### Cell sizes after repair, run 1

Drawn at 3 px/µm.
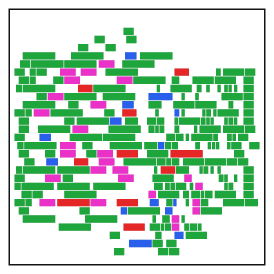
### A small window of the routed layout, run 1

Window x 17 to 67, y 34 to 84 µm. Cells in grey, sequential cells in the stronger grey; small squares are vias.
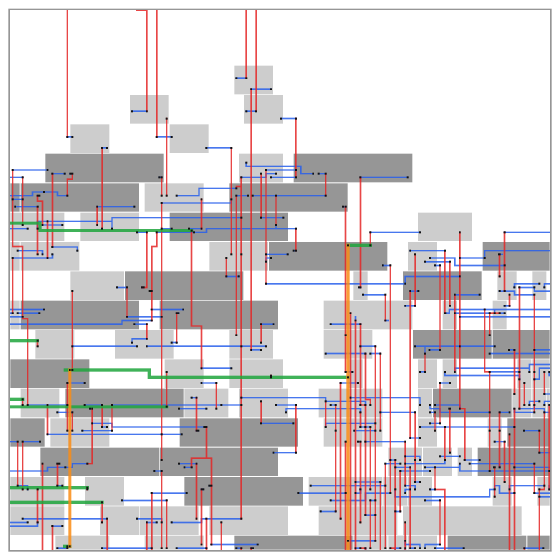
### Wiring heat map, run 1

Drawn at 4 px/µm. 17 x 17 tiles, from dark purple (low) to yellow (high), scaled to the fullest tile. Values are wire area over tile area, all layers added.
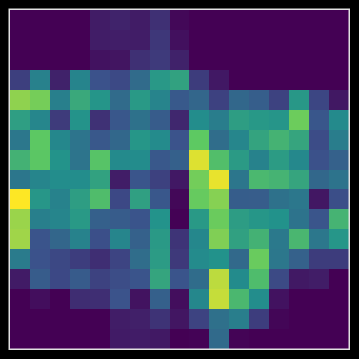
### Supply network, run 1

Drawn at 6 px/µm. Pins as bars on the die edge.
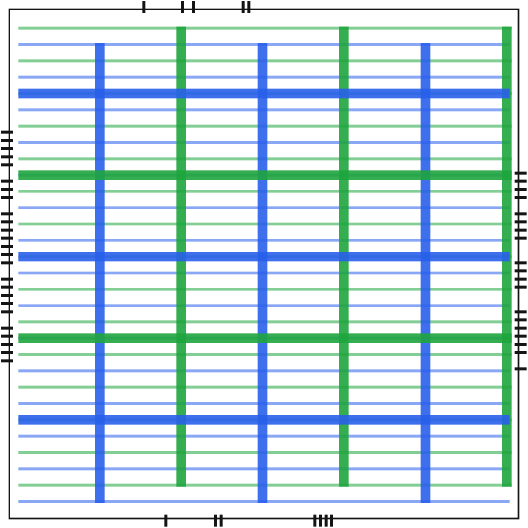
$ cat src/rtl/multiword_adder_pkg.sv
// Shared types and constants for the nibble-serial multiword adder.
package multiword_adder_pkg;

    typedef enum logic [1:0] {
        IDLE,
        BUSY,
        DONE
    } state_t;

    localparam int CHUNK = 4;

    // Counter width for NCHUNK nibbles; never narrower than one bit.
    function automatic int cnt_width(input int nchunk);
        return (nchunk > 1) ? $clog2(nchunk) : 1;
    endfunction

endpackage

$ cat src/rtl/multiword_adder_full_adder_n.sv
// 4-bit ripple adder stage driven one nibble per cycle by multiword_adder.
module multiword_adder_full_adder_n (
    input  logic [3:0] a,
    input  logic [3:0] b,
    input  logic       c_in,
    output logic [3:0] sum,
    output logic       c_out
);

    assign {c_out, sum} = 5'(a) + 5'(b) + 5'(c_in);

endmodule

$ cat src/rtl/multiword_adder.sv
// WIDTH-bit adder that reuses one 4-bit stage per cycle, carry fed back through carry_r.
module multiword_adder
    import multiword_adder_pkg::*;
#(
    parameter int WIDTH = 16
) (
    input  logic             clk,
    input  logic             rst,
    input  logic             in_valid,
    output logic             in_ready,
    input  logic [WIDTH-1:0] a,
    input  logic [WIDTH-1:0] b,
    input  logic             c_in,
    output logic             out_valid,
    input  logic             out_ready,
    output logic [WIDTH-1:0] sum,
    output logic             c_out
);

    localparam int NCHUNK = WIDTH / CHUNK;
    localparam int CW     = cnt_width(NCHUNK);

    state_t           state, state_nxt;
    logic [WIDTH-1:0] a_sh, b_sh, res_sh;
    logic             carry_r;
    logic [CW-1:0]    cnt;
    logic [3:0]       nib_sum;
    logic             nib_c;
    logic             accept;
    logic             last_nib;

    multiword_adder_full_adder_n adder_nib (
        .a     (a_sh[3:0]),
        .b     (b_sh[3:0]),
        .c_in  (carry_r),
        .sum   (nib_sum),
        .c_out (nib_c)
    );

    assign last_nib = (cnt == CW'(NCHUNK - 1));

    // NOTE: every signal gets a default before the case so no path leaves it unassigned (no latch).
    always_comb begin
        state_nxt = state;
        in_ready  = 1'b0;
        case (state)
            IDLE: begin
                in_ready = 1'b1;
                if (in_valid) state_nxt = BUSY;
            end
            BUSY: begin
                if (last_nib) state_nxt = DONE;
            end
            DONE: begin
                if (out_ready) begin
                    in_ready  = 1'b1;
                    state_nxt = in_valid ? BUSY : IDLE;
                end
            end
            default: state_nxt = IDLE;
        endcase
        if (rst) in_ready = 1'b0;
    end

    assign accept = in_valid & in_ready;

    // NOTE: state registers use <= so every flop samples pre-edge values, independent of block order.
    always_ff @(posedge clk) begin
        if (rst) state <= IDLE;
        else     state <= state_nxt;
    end

    always_ff @(posedge clk) begin
        if (rst) begin
            cnt     <= '0;
            carry_r <= 1'b0;
            res_sh  <= '0;
        end else if (accept) begin
            cnt     <= '0;
            carry_r <= c_in;
        end else if (state == BUSY) begin
            cnt     <= cnt + 1'b1;
            carry_r <= nib_c;
            res_sh  <= (res_sh >> CHUNK) | (WIDTH'(nib_sum) << (WIDTH - CHUNK));
        end
    end

    // NOTE: operand shift registers carry no reset; they are fully reloaded on every accept.
    always_ff @(posedge clk) begin
        if (accept) begin
            a_sh <= a;
            b_sh <= b;
        end else if (state == BUSY) begin
            a_sh <= a_sh >> CHUNK;
            b_sh <= b_sh >> CHUNK;
        end
    end

    assign out_valid = (state == DONE);
    assign sum       = res_sh;
    assign c_out     = carry_r;

endmodule
$ cat config.mk
export PLATFORM = sky130hd
export DESIGN_NAME = multiword_adder
export DESIGN_NICKNAME = d
export VERILOG_FILES = /design/src/rtl/multiword_adder_pkg.sv /design/src/rtl/multiword_adder_full_adder_n.sv /design/src/rtl/multiword_adder.sv
export SDC_FILE = /design/constraint.sdc
export NUM_CORES = 1
export LEC_CHECK = 0
export CAP_MARGIN = 20
export CORE_UTILIZATION = 35
export DETAILED_ROUTE_END_ITERATION = 10
export PLACE_DENSITY = 0.73
export SYNTH_ARGS = -nofsm -noshare
export SYNTH_HDL_FRONTEND = slang
export SYNTH_SLANG_ARGS = --single-unit
$ cat constraint.sdc
create_clock -name clk -period 2.1 [get_ports clk]
set_clock_uncertainty 0.15 [all_clocks]
set_input_delay 0.21 -clock clk [delete_from_list [all_inputs] [get_ports clk]]
set_output_delay 0.21 -clock clk [all_outputs]
set_load 0.02 [all_outputs]
==> changes_impl.md, run 1 <==
### Implementation results

- Met1 Track Usage GR: around 15%
- XOR/XNOR share of the synthesized area: less than 1%
- CP delay by family, top: buffers and inverters
- Post-CTS Hold Buffers: 0
- Sw Share: 22.02%
- IO Count: 56
- Worst Hold Path EP: sum[1]$_SDFFE_PP0P_
- Hold WC Path Type: reg2reg
- Cell count of the worst reg-to-reg path: 6
- Commonest cells post-synth: edfxtp_1, nand2_1, dfxtp_1
- Pins Over Slew Limit: 0
- Worst hold margin: 0.3096 ns
- Status: complete, but fails checks
- Comb. pwr: 421 µW
- Count of cell types in the netlist: 36
- H-tree depth: 2
- Maximum operating frequency: around 500 MHz
- Layout cells sized above 1: 20.08%
- Drt wl/cell: between 10 and 15 µm
- Top-count cell post-synth: edfxtp_1
- CP Max Fanout: 7
- CP startpoint kind: register
- Post-synth top area cell: edfxtp_1
- Psw: 544.8 µW
- Crit Path Class: reg2out
- Non-clk buf share: 20.75%
- Worst r2r dst: c_out$_SDFFE_PP0P_
- CTS Buf Count: 5
- Busiest grt layer: met2
- Final clock-cell share: 4.173%
- First-pass GRT wire length: roughly 7 mm
- Sum of negative setup slack: 0 ns
- GR Layer Usage met3: 4.523%
- Initial antenna violation count: 0
- Final Hold Violation Tally: 0
- Violated checks: DRC
- 1st-iter DRT viols: 50
- Most frequent logic cells in the routed design: clkdlybuf4s50_1, edfxtp_1, nand2_1
- Bufs w/o clock: 65
- Seq/total area: between 40% and 50%
- Seq power: 1250 µW
- Syn. warnings: 0
- Top area contributor share: 40.21%
- And+or+nand+nor area frac: 12.09%
- Hold path start: sum[1]$_SDFFE_PP0P_
- Final Cell Area: around 3200 µm²
- Routed WL: 4.143 mm
- Flip-flops with a built-in enable: 32
- PwrDens: 771.3 nW/µm²
- Post-synth regs: 53
- Critical Path AT: ~1.6 ns
- Comb area share: 28.04%
- DIE WIDTH: approximately 85 µm
- Synth Seq Share: about 58%
- Max Used Layer: met4
- Clock-net power: 804 µW
- Clk sink count: 53
- Synthesized area per cell: ~13 µm²
- Dpl cell area: slightly above 3000 µm²
- Fillers: between 500 and 600
- Synth Instances: 186
- Max VDD drop: 0.3719 mV
- RSZ-0062 raised after global routing: false
- Worst hold stages: 2
- Antenna diodes: 0
- Comb pwr share: 17.0%
- Static Leak: 0.001204 µW
- Mux frac, synth: between 10% and 20%
- Vias in the first global route: 1593
- Final std cells w/o fill: 326
- Die Y-Extent: 84.63 µm
- I/O Buffers: about 55
- Layout Nets: 291
- Multi-input gates: approximately 120
- DP HPWL: ~3 mm
- Tap cell count: 77
- Chip area: 7162 µm²
- Core footprint: 6459 µm²
- Post-synthesis cell area: 2390 µm²
- Worst-Skew Late Latency: 0.31 ns
- TritonCTS clock tree: built
- Tool warnings: 26
- Sequential power share: 50.5%
- Fin crit period: 1.991 ns
- Final core utilization: 49.67%
- Commonest Layout Cell: clkdlybuf4s50_1
- Aoi share: a little over 6%
- Worst-path clk slew: 0.09 ns
- CTS Root Cell: clkbuf_8
- Remaining DRCs: 5
- Met1 Wirelength: approximately 1.7 mm
- Setup WS post-layout: 0.1092 ns
- CP Depth: 3
- Slowest CP cell: clkdlybuf4s50_1
- Flop Count: 53
- Top cells by area: edfxtp_1, dfxtp_1, mux2_4
- Yosys cell count: 186
- Largest net degree at the start of global routing: 33
- Mapped Nets: roughly 230
- Worst setup endpoint: out_valid
- Antenna-violating nets left: 0
- Clock power share: 32.5%
Back to the opening pictures, 'Cell sizes after repair':
Key: x6 and larger = red [cells 10]; x1 and smaller = green [cells 199]; x3 and x4 = magenta [cells 26]; x2 = blue [cells 14]

Back to the opening pictures, 'A small window of the routed layout':
Key: M3 = green; M4 = orange; M2 = red; M1 = blue
Most frequent: edfxtp_1 (16), mux2_4 (11), clkdlybuf4s50_1 (10). 91 logic cells have their middle in the window. Netlist names of flops here include b_sh (12), sum (8), a_sh (4). Sequential cells in the window: 24.

Back to the opening pictures, 'Wiring heat map':
23% of the tiles are over half the peak. The mean over all tiles is 0.094. The fullest tile reaches 0.33.

Back to the opening pictures, 'Supply network':
Key: VDD = green; VSS = blue
56 signal pins sit on the boundary. 6 straps on met4. The core has 29 rows. 30 met1 rails follow the rows. 5 straps on met5.

==> inputs of run 2 (changes only) <==
CORE_UTILIZATION = 45   (was 35)
PLACE_DENSITY = 0.87   (was 0.73)
RECOVER_POWER = 25   (was default)
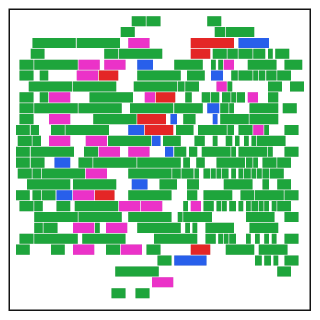
*Cell sizes after repair, run 2*
Drawn at 4 px/µm.
Key: x3 and x4 = magenta [cells 25]; x2 = blue [cells 13]; x6 and larger = red [cells 8]; x1 and smaller = green [cells 202]

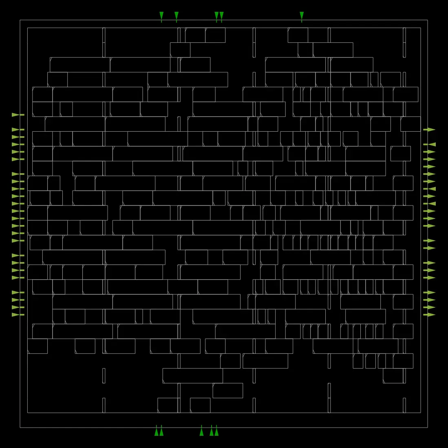
*Placed standard cells, run 2*
Row Count: 26
fillers: 410
final std cells w/o fill: 318

==> run 2 against run 1 <==
  * The run now ends clean
  * Clock power decreased by 16%
  * Via count increased by 2.4%
  * Non-clock buffer count decreased by 1
==> changes_impl.md, run 2 <==
### Implementation results

- I/O Buffers: 55
- Flip-flops with a built-in enable: 32
- Core footprint: 5107 µm²
- Most frequent logic cells in the routed design: clkdlybuf4s50_1, edfxtp_1, nand2_1
- Status: finished clean
- Commonest Layout Cell: clkdlybuf4s50_1
- Non-clk buf share: 20.31%
- Critical Path AT: around 2.1 ns
- Cell count of the worst reg-to-reg path: 6
- CP startpoint kind: register
- CP delay by family, top: adder cells
- Met1 Wirelength: 1.726 mm
- Sequential power share: roughly 53%
- Post-synth regs: about 53
- Initial antenna violation count: 0
- Worst-Skew Late Latency: just over 0.3 ns
- Seq/total area: between 40% and 50%
- Chip area: roughly 5600 µm²
- CP Max Fanout: 3
- Hold WC Path Type: reg2reg
- And+or+nand+nor area frac: 12.09%
- Synthesized area per cell: around 13 µm²
- Clk sink count: between 50 and 60
- Final Cell Area: 3148 µm²
- Sum of negative setup slack: 0 ns
- Mapped Nets: 229
- Post-CTS Hold Buffers: 0
- Met1 Track Usage GR: a little under a fifth
- Sw Share: 23.07%
- Layout Nets: 290
- Seq power: ~1300 µW
- Post-synthesis cell area: 2390 µm²
- Worst-path clk slew: 0.09 ns
- Top cells by area: edfxtp_1, dfxtp_1, mux2_4
- CP Depth: 6
- Dpl cell area: 3039 µm²
- PwrDens: 744.4 nW/µm²
- IO Count: roughly 56
- Psw: about 540 µW
- Synth Instances: 186
- Antenna diodes: 0
- TritonCTS clock tree: built
- Worst hold stages: 2
- Final clock-cell share: 3.498%
- First-pass GRT wire length: 6.886 mm
- Yosys cell count: 186
- Final core utilization: 61.64%
- Die Y-Extent: about 75 µm
- Worst Hold Path EP: sum[1]$_SDFFE_PP0P_
- Comb. pwr: 414 µW
- Hold path start: sum[1]$_SDFFE_PP0P_
- Top area contributor share: 40.21%
- Routed WL: 4.180 mm
- Max VDD drop: approximately 0.41 mV
- 1st-iter DRT viols: 50
- Crit Path Class: reg2reg
- Bufs w/o clock: 64
- RSZ-0062 raised after global routing: false
- Final Hold Violation Tally: 0
- Syn. warnings: 0
==> inputs of run 3 (changes only) <==
--- a/constraint.sdc
+++ b/constraint.sdc
@@ -3,3 +3,3 @@
 set_input_delay 0.21 -clock clk [delete_from_list [all_inputs] [get_ports clk]]
 set_output_delay 0.21 -clock clk [all_outputs]
-set_load 0.02 [all_outputs]
+set_load 0.05 [all_outputs]
==> run 3 against run 2 <==
  * Core utilization down 0.15 points
  * Worst hold slack worse by 0.0021 ns
  * Global-route usage down 0.49 points
  * Fmax up 0.70%
  * Setup slack better by 0.014 ns
  * Sequential power about the same
  * Critical path type unchanged
  * First-iteration DRC count up 60%
  * Cell area down 0.24%
  * Routed wire length down 1.6%
  * Largest power group unchanged
  * Synthesized cell count unchanged
  * Highest routed layer unchanged
==> changes_impl.md, run 3 <==
### Implementation results

- Max VDD drop: between 0.5 and 0.6 mV
- Non-clk invs: 8
- Met1 Track Usage GR: 17.87%
- Status: finished clean
- IO Count: 56
- Count of cell types in the netlist: 36
- Critical-path cell list: inv_1 -> fa_1 -> fa_1 -> nor2b_1 -> o221ai_1 -> a31oi_1
- TritonCTS clock tree: built
- CP Max Fanout: 3
- Crit-path max cell delay: 0.47 ns
- Maximum operating frequency: 499.6 MHz
- Post-synthesis cell area: 2390 µm²
- CTS Buf Count: 5
- And+or+nand+nor area frac: 12.09%
- Comb area share: 28.45%
- Sw Share: 24.49%
- Worst r2r dst: c_out$_SDFFE_PP0P_
- WL met3: ~300 µm
- Flip-flops with a built-in enable: 32
- Busiest grt layer: met2
- Static Leak: 0.001164 µW
- GR Layer Usage met3: under 10%
- Drt wl/cell: 12.97 µm
- Mux frac, synth: around 15%
- Post-synth regs: ~53
- Total track usage: 16.33%
- Critical Path AT: 2.08 ns
- XOR/XNOR share of the synthesized area: 0.7330%
- Worst hold stages: 2
- Overflow after GRT: 0
- Post-synth top area cell: edfxtp_1
- 1st-iter DRT viols: 80
- Comb pwr share: 19.1%
- Worst Setup SP: c_out$_SDFFE_PP0P_
- CP Depth: 6
- Area Overhead vs Synth: 31.41%
- Reg area: between 1000 and 1500 µm²
- Hold path start: sum[2]$_SDFFE_PP0P_
- Met2 Wirelength: 2.069 mm
- Main power group: sequential cells
- Routed WL: 4.112 mm
- Biggest Area Class: registers
- Top cells by area: edfxtp_1, dfxtp_1, mux2_4
- DIE WIDTH: 74.88 µm
- Vias in the first global route: 1487
- Via density: approximately 4.9
- Worst r2r src: c_out$_SDFFE_PP0P_
- CTS Root Cell: clkbuf_8
- Met1 Wirelength: 1.704 mm
- Synth Instances: 186
- Yosys cell count: between 150 and 200
- Pins Over Slew Limit: 0
- Adder Area Share: under 10%
- Tool warnings: 26
- Antenna diodes: 0
- Max_cap viols: 0
- Most frequent logic cells in the routed design: clkdlybuf4s50_1, edfxtp_1, nand2_1
- Core footprint: 5107 µm²
- PwrDens: between 700 and 800 nW/µm²
- Non-clk buf share: approximately a fifth
- Relative slew slack: between 50 and 60%
- Worst setup endpoint: c_out$_SDFFE_PP0P_
- Worst hold margin: 0.3098 ns
- H-tree depth: 2
- Synthesized area per cell: 12.85 µm²
- Gates resized, CTS repair: 0
- M2 GR Usage: 28.43%
- Multi-input gates: 115
- 1st-pass router iterations: 4
- Bufs and invs on worst path: 1
- I/O Buffers: 55
- FP Util: a little under half
- CLK BUF: 5
- Comb. pwr: around 460 µW
- Worst-Margin Slew: 0.6036 ns
- Layout cells sized above 1: approximately 18%
- Global placement routability congestion: ~0.76
- Fin crit period: roughly 2.0 ns
- Most common cell type on the critical path: fa_1
- Syn. warnings: 0
- Remaining DRCs: 0
- Aoi share: 6.178%
- Max Used Layer: met4
- Commonest Layout Cell: clkdlybuf4s50_1
- Main flop type: edfxtp_1
- Antenna-violating nets left: 0
- Worst path required time: 2.18 ns
- Routed via count: 1549
- Ys async rst share: 0%
- Worst-path clk slew: 0.09 ns
- Synth Seq Share: between 50% and 60%
- Final period util: 95.32%
- Clock buffer depth: 2
- Clock-net power: 677 µW
- Top area contributor share: 40.21%
- CP startpoint kind: register
- Comb. cell area: 893.4 µm²
- RSZ-0062 raised after global routing: false
- CP delay by family, top: adder cells
- Clk sink count: around 53
- Post-CTS Setup Inserts: 0
- Post-CTS Hold Buffers: 0
- Commonest cells post-synth: edfxtp_1, nand2_1, dfxtp_1
- Row Count: 26
- Top-count cell post-synth: edfxtp_1
- Psw: 584.5 µW
- Seq/total area: 44.02%
- DP HPWL: 3.003 mm
- First-pass GRT wire length: 6.589 mm
- Cell count of the worst reg-to-reg path: 6
- Dpl cell area: between 3000 and 4000 µm²
- Slowest CP cell: fa_1
- Setup WS post-layout: approximately 0.098 ns
- Layout Nets: 289
- Crit Path Class: reg2reg
- Mapped Nets: 229
- Seq power: about 1300 µW
- Worst Hold Path EP: sum[2]$_SDFFE_PP0P_
- Final clock-cell share: 3.506%
- Fillers: 433
- Total Power: 2387 µW
- Worst-Skew Late Latency: 0.30 ns
- Kind of end point of the critical path: register
- Clock power share: ~28%
- Reg2Reg Setup Slack: 0.1 ns
- Internal power: about 1800 µW
- Hold WC Path Type: reg2reg
- Yosys chip area: between 2000 and 2500 µm²
- DP Worst Slack: 0.02586 ns
- Sequential power share: 52.5%
- Bufs w/o clock: 63
- Die Y-Extent: 74.88 µm
- Final Hold Violation Tally: 0
- Final Cell Area: 3141 µm²
- Initial antenna violation count: 0
- Final setup vio count: 0
- Top logic family: multiplexers
- Sum of negative setup slack: 0 ns
- Chip area: between 5000 and 6000 µm²
- Largest net degree at the start of global routing: 33
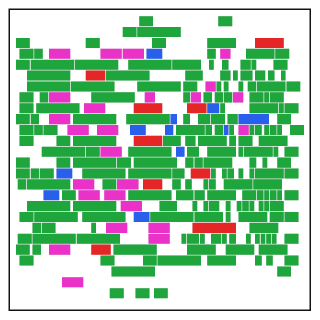
*Cell sizes after repair, run 3*
Drawn at 4 px/µm.
Key: x1 and smaller = green [cells 202]; x3 and x4 = magenta [cells 25]; x6 and larger = red [cells 9]; x2 = blue [cells 11]

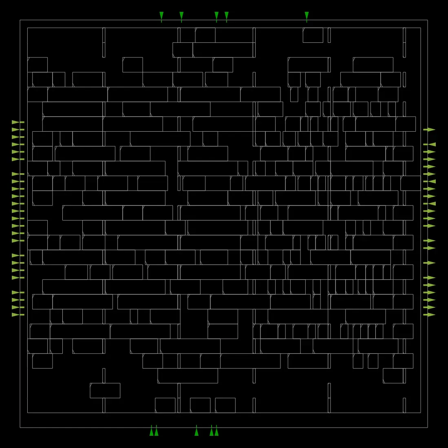
*Placed standard cells, run 3*
final core utilization: 61.49%
Flop Count: 53
tap cell count: 70
final std cells w/o fill: 317

Power figures rest on the tool's default switching activity, not on a simulated workload.
